$ cat config.mk
export PLATFORM = sky130hd
export DESIGN_NAME = oka_seq_gf2_mult
export DESIGN_NICKNAME = d
export VERILOG_FILES = /design/src/rtl/oka_seq_gf2_mult.sv
export SDC_FILE = /design/constraint.sdc
export NUM_CORES = 1
export LEC_CHECK = 0
export ABC_AREA = 1
export CAP_MARGIN = 15
export CORE_MARGIN = 5
export CORE_UTILIZATION = 65
export CTS_BUF_LIST = sky130_fd_sc_hd__clkbuf_8
export DETAILED_ROUTE_END_ITERATION = 10
export DONT_BUFFER_PORTS = 1
export MAX_ROUTING_LAYER = met4
export PLACE_DENSITY = 0.81
export SETUP_SLACK_MARGIN = 0.3
export SKIP_CTS_REPAIR_TIMING = 1
export SLEW_MARGIN = 0
export SYNTH_ARGS = -nofsm -noshare
export SYNTH_HDL_FRONTEND = slang
export SYNTH_SLANG_ARGS = --single-unit
$ cat constraint.sdc
create_clock -name clk -period 5.5 [get_ports clk]
set_clock_uncertainty 0.05 [all_clocks]
set_input_delay 1.1 -clock clk [delete_from_list [all_inputs] [get_ports clk]]
set_output_delay 1.1 -clock clk [all_outputs]
set_load 0.02 [all_outputs]
$ cat src/rtl/oka_seq_gf2_mult.sv
// oka_seq_gf2_mult
// Iterative overlap-free Karatsuba multiplier over GF(2)[x], N x N -> 2N-1 bits.
// Operands are split into even/odd coefficient halves. A single H x H carry-less core
// (H = N/2) is reused over three cycles for EE, OO and MID, after which the interleaved
// overlap recombination is registered into res.
//
// Optional feature macro: OKA_MODRED_EN
//   Adds a RED state, the res_red port and a one-cycle modular fold by x^N + POLY.
//
// Ports
//   clk        in   1      rising-edge clock
//   rst_n      in   1      asynchronous active-low reset
//   in_valid   in   1      operands valid
//   in_ready   out  1      high only in IDLE
//   a, b       in   N      operands, bit i = coefficient of x^i
//   out_valid  out  1      result valid (DONE)
//   out_ready  in   1      consumer accepts result
//   res        out  2N-1   unreduced product
//   res_red    out  N      reduced product (OKA_MODRED_EN only)
//   busy       out  1      high whenever not IDLE
module oka_seq_gf2_mult #(
    parameter int unsigned  N    = 16,
    parameter logic [N-1:0] POLY = 16'h100B
) (
    input  logic           clk,
    input  logic           rst_n,
    input  logic           in_valid,
    output logic           in_ready,
    input  logic [N-1:0]   a,
    input  logic [N-1:0]   b,
    output logic           out_valid,
    input  logic           out_ready,
    output logic [2*N-2:0] res,
`ifdef OKA_MODRED_EN
    output logic [N-1:0]   res_red,
`endif
    output logic           busy
);

    localparam int unsigned H  = N / 2;
    localparam int unsigned W  = 2 * N - 1;
    localparam int          NI = N;

`ifdef OKA_MODRED_EN
    typedef enum logic [2:0] {StIdle, StMulEe, StMulOo, StMulMid, StRed, StDone} state_e;
`else
    typedef enum logic [2:0] {StIdle, StMulEe, StMulOo, StMulMid, StDone} state_e;
`endif

    state_e state_q, state_d;

    logic [N-1:0] a_q, a_d, b_q, b_d;
    logic [N-2:0] pee_q, pee_d, poo_q, poo_d;
    logic [W-1:0] res_q, res_d;
    logic [H-1:0] a_e, a_o, b_e, b_o;
    logic [H-1:0] core_x, core_y;
    logic [N-2:0] core_p, x_mid;
    logic [W-1:0] res_ovl;

    // H x H carry-less product, degree <= N-2
    function automatic logic [N-2:0] clmul_h(input logic [H-1:0] x, input logic [H-1:0] y);
        logic [N-2:0] p;
        p = '0;
        for (int i = 0; i < int'(H); i++) begin
            if (y[i]) p = p ^ ({{(N-1-H){1'b0}}, x} << i);
        end
        return p;
    endfunction

`ifdef OKA_MODRED_EN
    logic [N-1:0] red_q, red_d;

    // Fold from the top coefficient down, replacing x^N by POLY each time
    function automatic logic [N-1:0] fold(input logic [W-1:0] p);
        logic [W-1:0] r;
        r = p;
        for (int i = int'(W) - 1; i >= NI; i--) begin
            if (r[i]) begin
                r[i-NI +: N] = r[i-NI +: N] ^ POLY;
                r[i]         = 1'b0;
            end
        end
        return r[N-1:0];
    endfunction

    assign res_red = red_q;
`endif

    always_comb begin
        a_e = '0;
        a_o = '0;
        b_e = '0;
        b_o = '0;
        for (int i = 0; i < int'(H); i++) begin
            a_e[i] = a_q[2*i];
            a_o[i] = a_q[2*i+1];
            b_e[i] = b_q[2*i];
            b_o[i] = b_q[2*i+1];
        end
    end

    // Shared core operand select
    always_comb begin
        core_x = a_e;
        core_y = b_e;
        case (state_q)
            StMulOo: begin
                core_x = a_o;
                core_y = b_o;
            end
            StMulMid: begin
                core_x = a_e ^ a_o;
                core_y = b_e ^ b_o;
            end
            default: ;
        endcase
    end

    assign core_p = clmul_h(core_x, core_y);
    assign x_mid  = core_p ^ pee_q ^ poo_q;

    // Even result bits take Pee[i] ^ Poo[i-1]; odd bits take the middle term
    always_comb begin
        logic [N-1:0] pee_x, poo_x;
        res_ovl = '0;
        pee_x   = {1'b0, pee_q};
        poo_x   = {poo_q, 1'b0};
        for (int i = 0; i < NI; i++) begin
            res_ovl[2*i] = pee_x[i] ^ poo_x[i];
        end
        for (int i = 0; i < NI - 1; i++) begin
            res_ovl[2*i+1] = x_mid[i];
        end
    end

    always_comb begin
        a_d   = a_q;
        b_d   = b_q;
        pee_d = pee_q;
        poo_d = poo_q;
        res_d = res_q;
`ifdef OKA_MODRED_EN
        red_d = red_q;
`endif
        case (state_q)
            StIdle: begin
                if (in_valid) begin
                    a_d = a;
                    b_d = b;
                end
            end
            StMulEe:  pee_d = core_p;
            StMulOo:  poo_d = core_p;
            StMulMid: res_d = res_ovl;
`ifdef OKA_MODRED_EN
            StRed:    red_d = fold(res_q);
`endif
            default: ;
        endcase
    end

    always_ff @(posedge clk or negedge rst_n) begin
        if (!rst_n) begin
            a_q   <= '0;
            b_q   <= '0;
            pee_q <= '0;
            poo_q <= '0;
            res_q <= '0;
`ifdef OKA_MODRED_EN
            red_q <= '0;
`endif
        end else begin
            a_q   <= a_d;
            b_q   <= b_d;
            pee_q <= pee_d;
            poo_q <= poo_d;
            res_q <= res_d;
`ifdef OKA_MODRED_EN
            red_q <= red_d;
`endif
        end
    end

    assign res = res_q;

    // FSM: state register
    always_ff @(posedge clk or negedge rst_n) begin
        if (!rst_n) state_q <= StIdle;
        else        state_q <= state_d;
    end

    // FSM: next state
    always_comb begin
        state_d = state_q;
        case (state_q)
            StIdle:   if (in_valid) state_d = StMulEe;
            StMulEe:  state_d = StMulOo;
            StMulOo:  state_d = StMulMid;
`ifdef OKA_MODRED_EN
            StMulMid: state_d = StRed;
            StRed:    state_d = StDone;
`else
            StMulMid: state_d = StDone;
`endif
            StDone:   if (out_ready) state_d = StIdle;
            default:  state_d = StIdle;
        endcase
    end

    // FSM: outputs
    always_comb begin
        in_ready  = (state_q == StIdle);
        out_valid = (state_q == StDone);
        busy      = (state_q != StIdle);
    end

endmodule

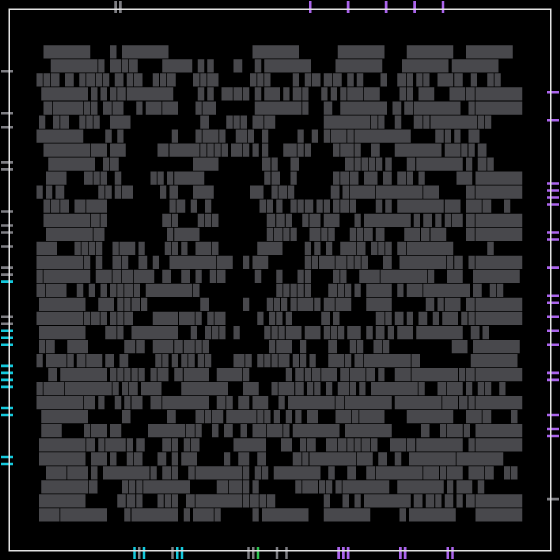
Figure 1: pin placement.
Pins as bars across the die edge, other pins in gray.
Key: res = purple [pins 31, direction output, edge 19 right, 7 bottom, 5 top]; busy = green [pins 1, direction output, edge bottom]; a = cyan [pins 16, direction input, edge 12 left, 4 bottom]
All pins by edge: 25 left, 20 right, 18 bottom, 7 top.

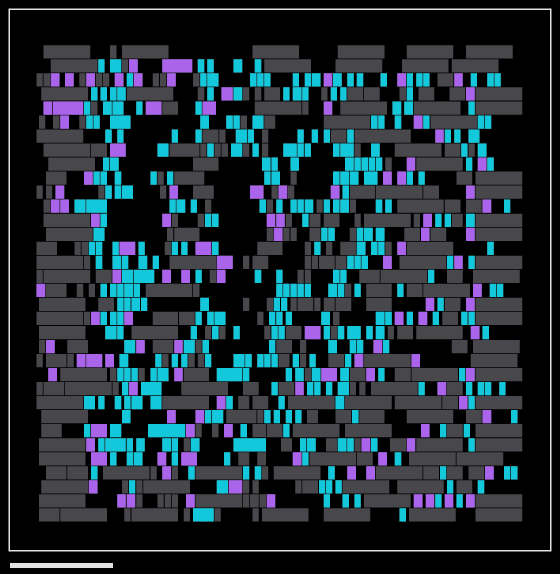
Figure 2: gate-type map.
The bar under the picture is 20 um long.
Key: NAND gates = cyan [cells 339, where widely spread]; inverting AOI/OAI gates = purple [cells 112, where widely spread]

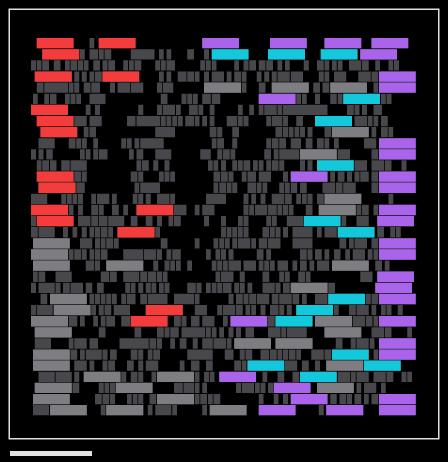
Figure 3: sequential cells grouped by signal name.
The bar under the picture is 20 um long.
Key: b_q = red [flops 16]; res = purple [flops 31]; pee_q = cyan [flops 15]

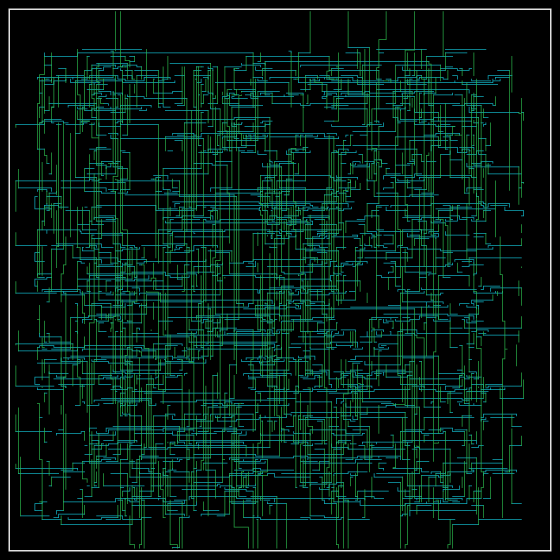
Figure 4: routed metal, one color a layer.
Two of the layers only.
Key: met1 = cyan [wire length 5860 um]; met2 = green [wire length 6260 um]

==> job_summary.md <==
## Synthesis and layout report

| Metric | Value |
|---|---|
| Count of instantiated cells in the yosys netlist | `772` |
| Drt first pass iters | `7` |
| Flip-flop cell with the highest count after synthesis | `dfrtp_1` |
| Clock buffer count from CTS | `9` |
| Area share of and-or/or-and cells after synthesis | `0.1102` |
| Largest net degree at the start of global routing | `97` |
| Die area | `10960 sq um` |
| Logic family by area | `simple AND/OR/NAND/NOR gates` |
| Total global routing overflow | `0` |
| Final total negative setup slack | `0 ns` |
| Final Hold Fails | `0` |
| Final critical path time including I/O delays and setup | `3.353 ns` |
| Die X-Extent | `104.7 um` |
| Delay of the slowest critical-path stage | `0.70 ns` |
| Syn Std Cell Area | `5827 sq um` |
| Logic depth of the worst setup path including buffers | `15` |
| Number of nets in the final layout | `795` |
| Number of global-route vias before repair | `4463` |
| Outcome | `finished clean` |
| P&R area growth vs syn | `3.543%` |
| Area share of and/or/nand/nor cells after synthesis | `0.3030` |
| Cell at the root of the clock tree | `clkbuf_8` |
| Number of routed nets with antenna violations | `0` |
| Core box area | `8721 sq um` |
| Buffering stage count on the worst path with inverters included | `1` |
| Global-route total usage across every layer | `0.2478` |
| Upper clock frequency limit | `0.2982 GHz` |
| Slew at the pin closest to its max-slew limit | `0.9242 ns` |
| Worst endpoint data arrival time | `3.57 ns` |
| Detailed-route wire length | `12.92 mm` |
| Via density | `5.458` |
| Mux area share | `0.01933` |
| Met2 Usage GRT | `0.4027` |
| Gate Count Post-Synth | `772` |
| Die span in y | `104.7 um` |
| Flops out of synthesis | `96` |
-- state kept, by name (all words and copies together) (netlist names) --
name,count
a_q,16
b_q,16
pee_q,15
poo_q,15
res,31
state_q,3
-- through the flow --
step,worst slack [ns],util,cells,hold WS [ns],cell area (sq um)
floorplan,3.227,-,772,0.4329,5827
global placement,2.262,0.6664,856,0.4473,5812
detailed placement,2.180,0.6664,856,0.4490,5812
CTS,2.123,0.6918,872,0.3475,6033
global route,1.755,0.6918,872,0.3175,6033
finish,2.147,0.6918,872,0.3539,6033
-- cell usage in the layout, fill, tap and decap left out, types with 6 or more instances in the layout --
cell / instances
xor2_1: 27
o21ai_0: 51
xnor2_1: 23
or2_1: 6
a21oi_1: 24
nand2_2: 23
inv_2: 7
clkbuf_8: 9
mux2_2: 10
nand2_4: 6
nand3_1: 48
o21ai_1: 20
inv_1: 66
nand2_1: 253
nor2_1: 50
o21ai_2: 8
dfrtp_1: 96
-- cell families (layout without fill, tap and decap cells) --
| group | after synthesis | after routing |
|---|---|---|
| AND/OR/NAND/NOR | 403 | 403 |
| AND-OR/OR-AND | 113 | 113 |
| buffers and inverters | 98 | 90 |
| flip-flops | 96 | 96 |
| XOR/XNOR | 52 | 52 |
| multiplexers | 10 | 10 |
-- cells in the mapped netlist, types with 5 or more instances --
cell type,n,area [sq um]
a21oi_1,24,120.1
buf_6,6,67.56
clkbuf_1,16,60.06
dfrtp_1,96,2402
inv_1,66,247.7
inv_2,7,26.28
mux2_2,10,112.6
nand2_1,254,953.4
nand2_2,22,137.6
nand2_4,6,67.56
nand3_1,48,240.2
nor2_1,50,187.7
nor2_2,5,31.28
o21ai_0,51,255.2
o21ai_1,20,100.1
o21ai_2,8,70.07
or2_1,6,37.54
xnor2_1,23,201.4
xor2_1,27,236.5
-- final cells by class --
type / instances / area [sq um]
Clock inverter: 7 / 97.59
Clock buffer: 9 / 123.9
Timing Repair Buffer: 1 / 7.507
Tap cell: 108 / 135.1
Inverter: 73 / 274.0
Fill cell: 719 / 2688
Multi-Input combinational cell: 578 / 2993
Sequential cell: 96 / 2402
-- metal layers --
metal | vias up | routed length [um] | share of wire
li1 | 2399 | - | -
met1 | 2228 | 5861 | 0.45
met2 | 115 | 6254 | 0.48
met3 | 17 | 580 | 0.045
met4 | 0 | 220 | 0.017
met5 | - | 0 | 0
-- final timing paths --
kind / from / endpoint
worst max register to register: state_q[1] / res[19]
worst min register to register: poo_q[14] / res[30]
min in group clk: poo_q[14] / res[30]
max in group asynchronous: rst_n / b_q[13]
worst min-delay path: rst_n / res[3]
worst max-delay path: state_q[1] / res[19]
